Figure 1. I/O nets highlighted.
Scale bar: 20 um.
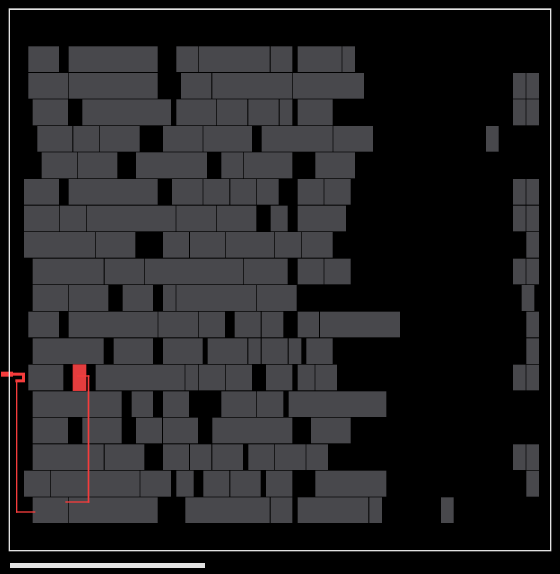
Figure 2. Wiring by layer.
Only two layers are drawn.
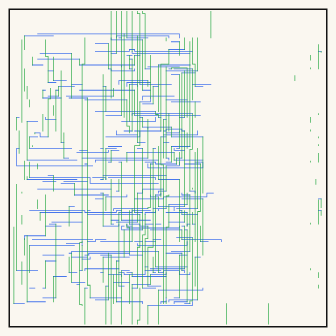
$ cat src/rtl/irq_controller_if.sv
// CPU-side register bus for the interrupt controller.
// The master drives select/addr/strobes/wdata; the slave returns rdata combinationally.
interface irq_controller_if;
    localparam int unsigned ADDR_W = 2;
    localparam int unsigned WE_W   = 4;
    localparam int unsigned DATA_W = 32;

    logic              select;
    logic [ADDR_W-1:0] addr;
    logic [WE_W-1:0]   we;
    logic              rd;
    logic [DATA_W-1:0] wdata;
    logic [DATA_W-1:0] rdata;

    modport master (
        output select, addr, we, rd, wdata,
        input  rdata
    );

    modport slave (
        input  select, addr, we, rd, wdata,
        output rdata
    );
endinterface

$ cat src/rtl/irq_controller.sv
// Interrupt controller: per-source level/edge pending, enable mask, priority vector, global enable.
// Optional macro IRQ_CTL_SYNC_EN adds a 2-flop synchronizer on every source line.
module irq_controller #(
    parameter int unsigned NSRC      = 8,
    parameter logic [7:0]  EDGE_MASK = 8'h00
) (
    input  logic              input_clk,
    input  logic              reset,
    irq_controller_if.slave   bus,
    input  logic [NSRC-1:0]   src,
    output logic              irq
);

    localparam int unsigned DATA_W = 32;
    localparam int unsigned IDX_W  = 3;

    localparam logic [1:0] ADDR_PEND   = 2'd0;
    localparam logic [1:0] ADDR_ENABLE = 2'd1;
    localparam logic [1:0] ADDR_VECTOR = 2'd2;
    localparam logic [1:0] ADDR_CTRL   = 2'd3;

    localparam logic [NSRC-1:0] EDGE_BITS  = EDGE_MASK[NSRC-1:0];
    localparam logic [NSRC-1:0] LEVEL_BITS = ~EDGE_BITS;

    logic [NSRC-1:0]  w_src_s;
    logic [NSRC-1:0]  r_src_d;
    logic [NSRC-1:0]  r_pend_edge;
    logic [NSRC-1:0]  r_enable;
    logic             r_ctrl;
    logic             r_irq;

    logic             w_wr;
    logic [NSRC-1:0]  w_clr;
    logic [NSRC-1:0]  w_rise;
    logic [NSRC-1:0]  w_pending;
    logic [NSRC-1:0]  w_active;
    logic [IDX_W-1:0] w_vec_idx;
    logic             w_any;

`ifdef IRQ_CTL_SYNC_EN
    logic [NSRC-1:0] r_sync1;
    logic [NSRC-1:0] r_sync2;

    // Two-stage synchronizer for sources from a foreign clock domain.
    always_ff @(posedge input_clk or posedge reset) begin
        if (reset) begin
            r_sync1 <= '0;
            r_sync2 <= '0;
        end else begin
            r_sync1 <= src;
            r_sync2 <= r_sync1;
        end
    end

    assign w_src_s = r_sync2;
`else
    assign w_src_s = src;
`endif

    assign w_wr   = bus.select & bus.we[0];
    assign w_clr  = (w_wr && (bus.addr == ADDR_PEND)) ? bus.wdata[NSRC-1:0] : '0;
    assign w_rise = w_src_s & ~r_src_d & EDGE_BITS;

    // Level bits mirror the sampled line; edge bits come from the latch.
    assign w_pending = (r_pend_edge & EDGE_BITS) | (w_src_s & LEVEL_BITS);
    assign w_active  = w_pending & r_enable;
    assign w_any     = |w_active;

    // A fresh edge in the same cycle as its W1C keeps the bit set.
    always_ff @(posedge input_clk or posedge reset) begin
        if (reset) begin
            r_src_d     <= '0;
            r_pend_edge <= '0;
        end else begin
            r_src_d     <= w_src_s;
            r_pend_edge <= ((r_pend_edge & ~w_clr) | w_rise) & EDGE_BITS;
        end
    end

    always_ff @(posedge input_clk or posedge reset) begin
        if (reset) begin
            r_enable <= '0;
            r_ctrl   <= 1'b0;
        end else if (w_wr) begin
            if (bus.addr == ADDR_ENABLE) begin
                r_enable <= bus.wdata[NSRC-1:0];
            end
            if (bus.addr == ADDR_CTRL) begin
                r_ctrl <= bus.wdata[0];
            end
        end
    end

    always_ff @(posedge input_clk or posedge reset) begin
        if (reset) begin
            r_irq <= 1'b0;
        end else begin
            r_irq <= r_ctrl & w_any;
        end
    end

    assign irq = r_irq;

    // Lowest-numbered active source wins; scan downward so the last hit is the lowest.
    always_comb begin
        w_vec_idx = '0;
        for (int i = int'(NSRC) - 1; i >= 0; i--) begin
            if (w_active[i]) begin
                w_vec_idx = IDX_W'(i);
            end
        end
    end

    always_comb begin
        bus.rdata = '0;
        if (bus.select) begin
            case (bus.addr)
                ADDR_PEND:   bus.rdata = DATA_W'(w_pending);
                ADDR_ENABLE: bus.rdata = DATA_W'(r_enable);
                ADDR_VECTOR: bus.rdata = {w_any, 28'b0, w_vec_idx};
                ADDR_CTRL:   bus.rdata = {31'b0, r_ctrl};
                default:     bus.rdata = '0;
            endcase
        end
    end

    // Read strobe and upper strobes/data bits have no function in this block.
    logic w_unused_ok;
    assign w_unused_ok = &{1'b0, bus.rd, bus.we[3:1], bus.wdata};

endmodule
$ cat src/flat_wrapper.sv
// flat-port wrapper written by rule: the top's interface ports become plain ports
module irq_controller_flat 
#(
    parameter int unsigned NSRC      = 8,
    parameter logic [7:0]  EDGE_MASK = 8'h00
)
  (input_clk, reset, src, irq, bus_select, bus_addr, bus_we, bus_rd, bus_wdata, bus_rdata);
  irq_controller_if bus_i ();
  input  logic input_clk;
  input  logic reset;
  input  logic [NSRC-1:0] src;
  output logic irq;
  input wire logic [$bits(bus_i.select)-1:0] bus_select;
  input wire logic [$bits(bus_i.addr)-1:0] bus_addr;
  input wire logic [$bits(bus_i.we)-1:0] bus_we;
  input wire logic [$bits(bus_i.rd)-1:0] bus_rd;
  input wire logic [$bits(bus_i.wdata)-1:0] bus_wdata;
  output wire logic [$bits(bus_i.rdata)-1:0] bus_rdata;
  assign bus_i.select = bus_select;
  assign bus_i.addr = bus_addr;
  assign bus_i.we = bus_we;
  assign bus_i.rd = bus_rd;
  assign bus_i.wdata = bus_wdata;
  assign bus_rdata = bus_i.rdata;
  irq_controller #(.NSRC(NSRC), .EDGE_MASK(EDGE_MASK)) u_core (.input_clk(input_clk), .reset(reset), .bus(bus_i), .src(src), .irq(irq));
endmodule
$ cat config.mk
export PLATFORM = sky130hd
export DESIGN_NAME = irq_controller_flat
export DESIGN_NICKNAME = d
export VERILOG_FILES = /design/src/rtl/irq_controller_if.sv /design/src/rtl/irq_controller.sv /design/src/flat_wrapper.sv
export SDC_FILE = /design/constraint.sdc
export NUM_CORES = 1
export LEC_CHECK = 0
export CAP_MARGIN = 20
export CORE_UTILIZATION = 30
export DETAILED_ROUTE_END_ITERATION = 6
export GPL_ROUTABILITY_DRIVEN = 0
export MAX_ROUTING_LAYER = met4
export PLACE_DENSITY = 0.81
export SYNTH_ARGS = -nofsm -noshare
export SYNTH_HDL_FRONTEND = slang
export SYNTH_SLANG_ARGS = --single-unit
$ cat constraint.sdc
create_clock -name input_clk -period 1.4 [get_ports input_clk]
set_input_delay 0.28 -clock input_clk [delete_from_list [all_inputs] [get_ports input_clk]]
set_output_delay 0.28 -clock input_clk [all_outputs]
set_load 0.05 [all_outputs]
==> run_summary.xml <==
<?xml version="1.0" encoding="UTF-8"?>
<metrics>
  <group name="synthesis">
    <metric name="xor_area_share" unit="%">0</metric>
    <metric name="synth_adder_area_share" unit="%">0</metric>
    <metric name="share_of_the_yosys_chip_area_belonging_to_registers" unit="%">29.28</metric>
    <metric name="post_synth_ao_oa_area_fraction" unit="%">6.589</metric>
    <metric name="syn-mean-instance-area" unit="um^2">9.602</metric>
  </group>
  <group name="layout">
    <metric name="nNonClkBuffers" unit="">56</metric>
    <metric name="ff_count" unit="">10</metric>
    <metric name="areaGrowthSynthToFinish" unit="%">84.63</metric>
  </group>
  <group name="drt">
    <metric name="drt_first_iter_violations" unit="">13</metric>
    <metric name="drc" unit="">0</metric>
  </group>
  <group name="final_timing">
    <metric name="postLayoutSetupSlackWorst" unit="ns">-0.4279</metric>
    <metric name="finalClockSkew" unit="ns">0.003670</metric>
    <metric name="min_period_over_period" unit="%">130.6</metric>
    <metric name="finalWorstPathRequiredPeriod" unit="ns">1.828</metric>
    <metric name="hold_viol_final" unit="">0</metric>
    <metric name="setup_viol" unit="">9</metric>
  </group>
  <group name="placement">
    <metric name="cell_count_post_placement" unit="">170</metric>
  </group>
  <group name="outcome">
    <metric name="run_status" unit="">finished, violations left</metric>
    <metric name="violations" unit="">setup timing</metric>
  </group>
  <group name="critical_path">
    <metric name="start_kind" unit="">flip-flop</metric>
    <metric name="timing.rr.end" unit="">u_core.irq</metric>
    <metric name="worst_path_dominant_cell_family" unit="">AND-OR/OR-AND gates</metric>
  </group>
  <group name="floorplan">
    <metric name="fp.dieW" unit="um">55.37</metric>
    <metric name="fp.dieH" unit="um">55.37</metric>
  </group>
  <group name="cts">
    <metric name="cts_buffers" unit="">3</metric>
  </group>
  <group name="global_routing">
    <metric name="met1_usage" unit="%">17.80</metric>
  </group>
</metrics>
Notes on Figure 1 above:
[red] reset | bits: 1 | direction: input | end cells: 1 | buffers: 1 | wire: 33.9 um
number of port buffers: 31
I/O Pins: 83

Notes on Figure 2 above:
[green] met2 | wire length: 1220 um
[blue] met1 | wire length: 940 um
total wire length after detailed routing: 2.310 mm
global routing usage summed across all routing layers: 15.87%
post-DR wirelength/cell: 13.13 um

## metrics by stage
stage	hold WS, ns	util, %	setup slack (ns)	area [um^2]	TNS [ns]
after floorplan	0.1202	-	-0.1383	993.5	-1.058
after global placement	0.5494	54.59	-0.6071	1414	-6.933
after detailed placement	0.5770	54.59	-0.6368	1414	-7.692
after CTS	0.3116	57.92	-0.4149	1500	-1.845
after global routing	0.3325	60.92	-0.4898	1578	-2.425
final	0.3067	60.92	-0.4279	1578	-1.876
## registers in the layout (all words and copies together) (netlist names)
register         flops
u_core.r_ctrl        1
u_core.irq           1
u_core.r_enable      8
## report_power, final
group	internal (mW)	switching, mW
clock	0.0983	0.0820
sequential	0.355	0.0592
combinational	0.479	0.519
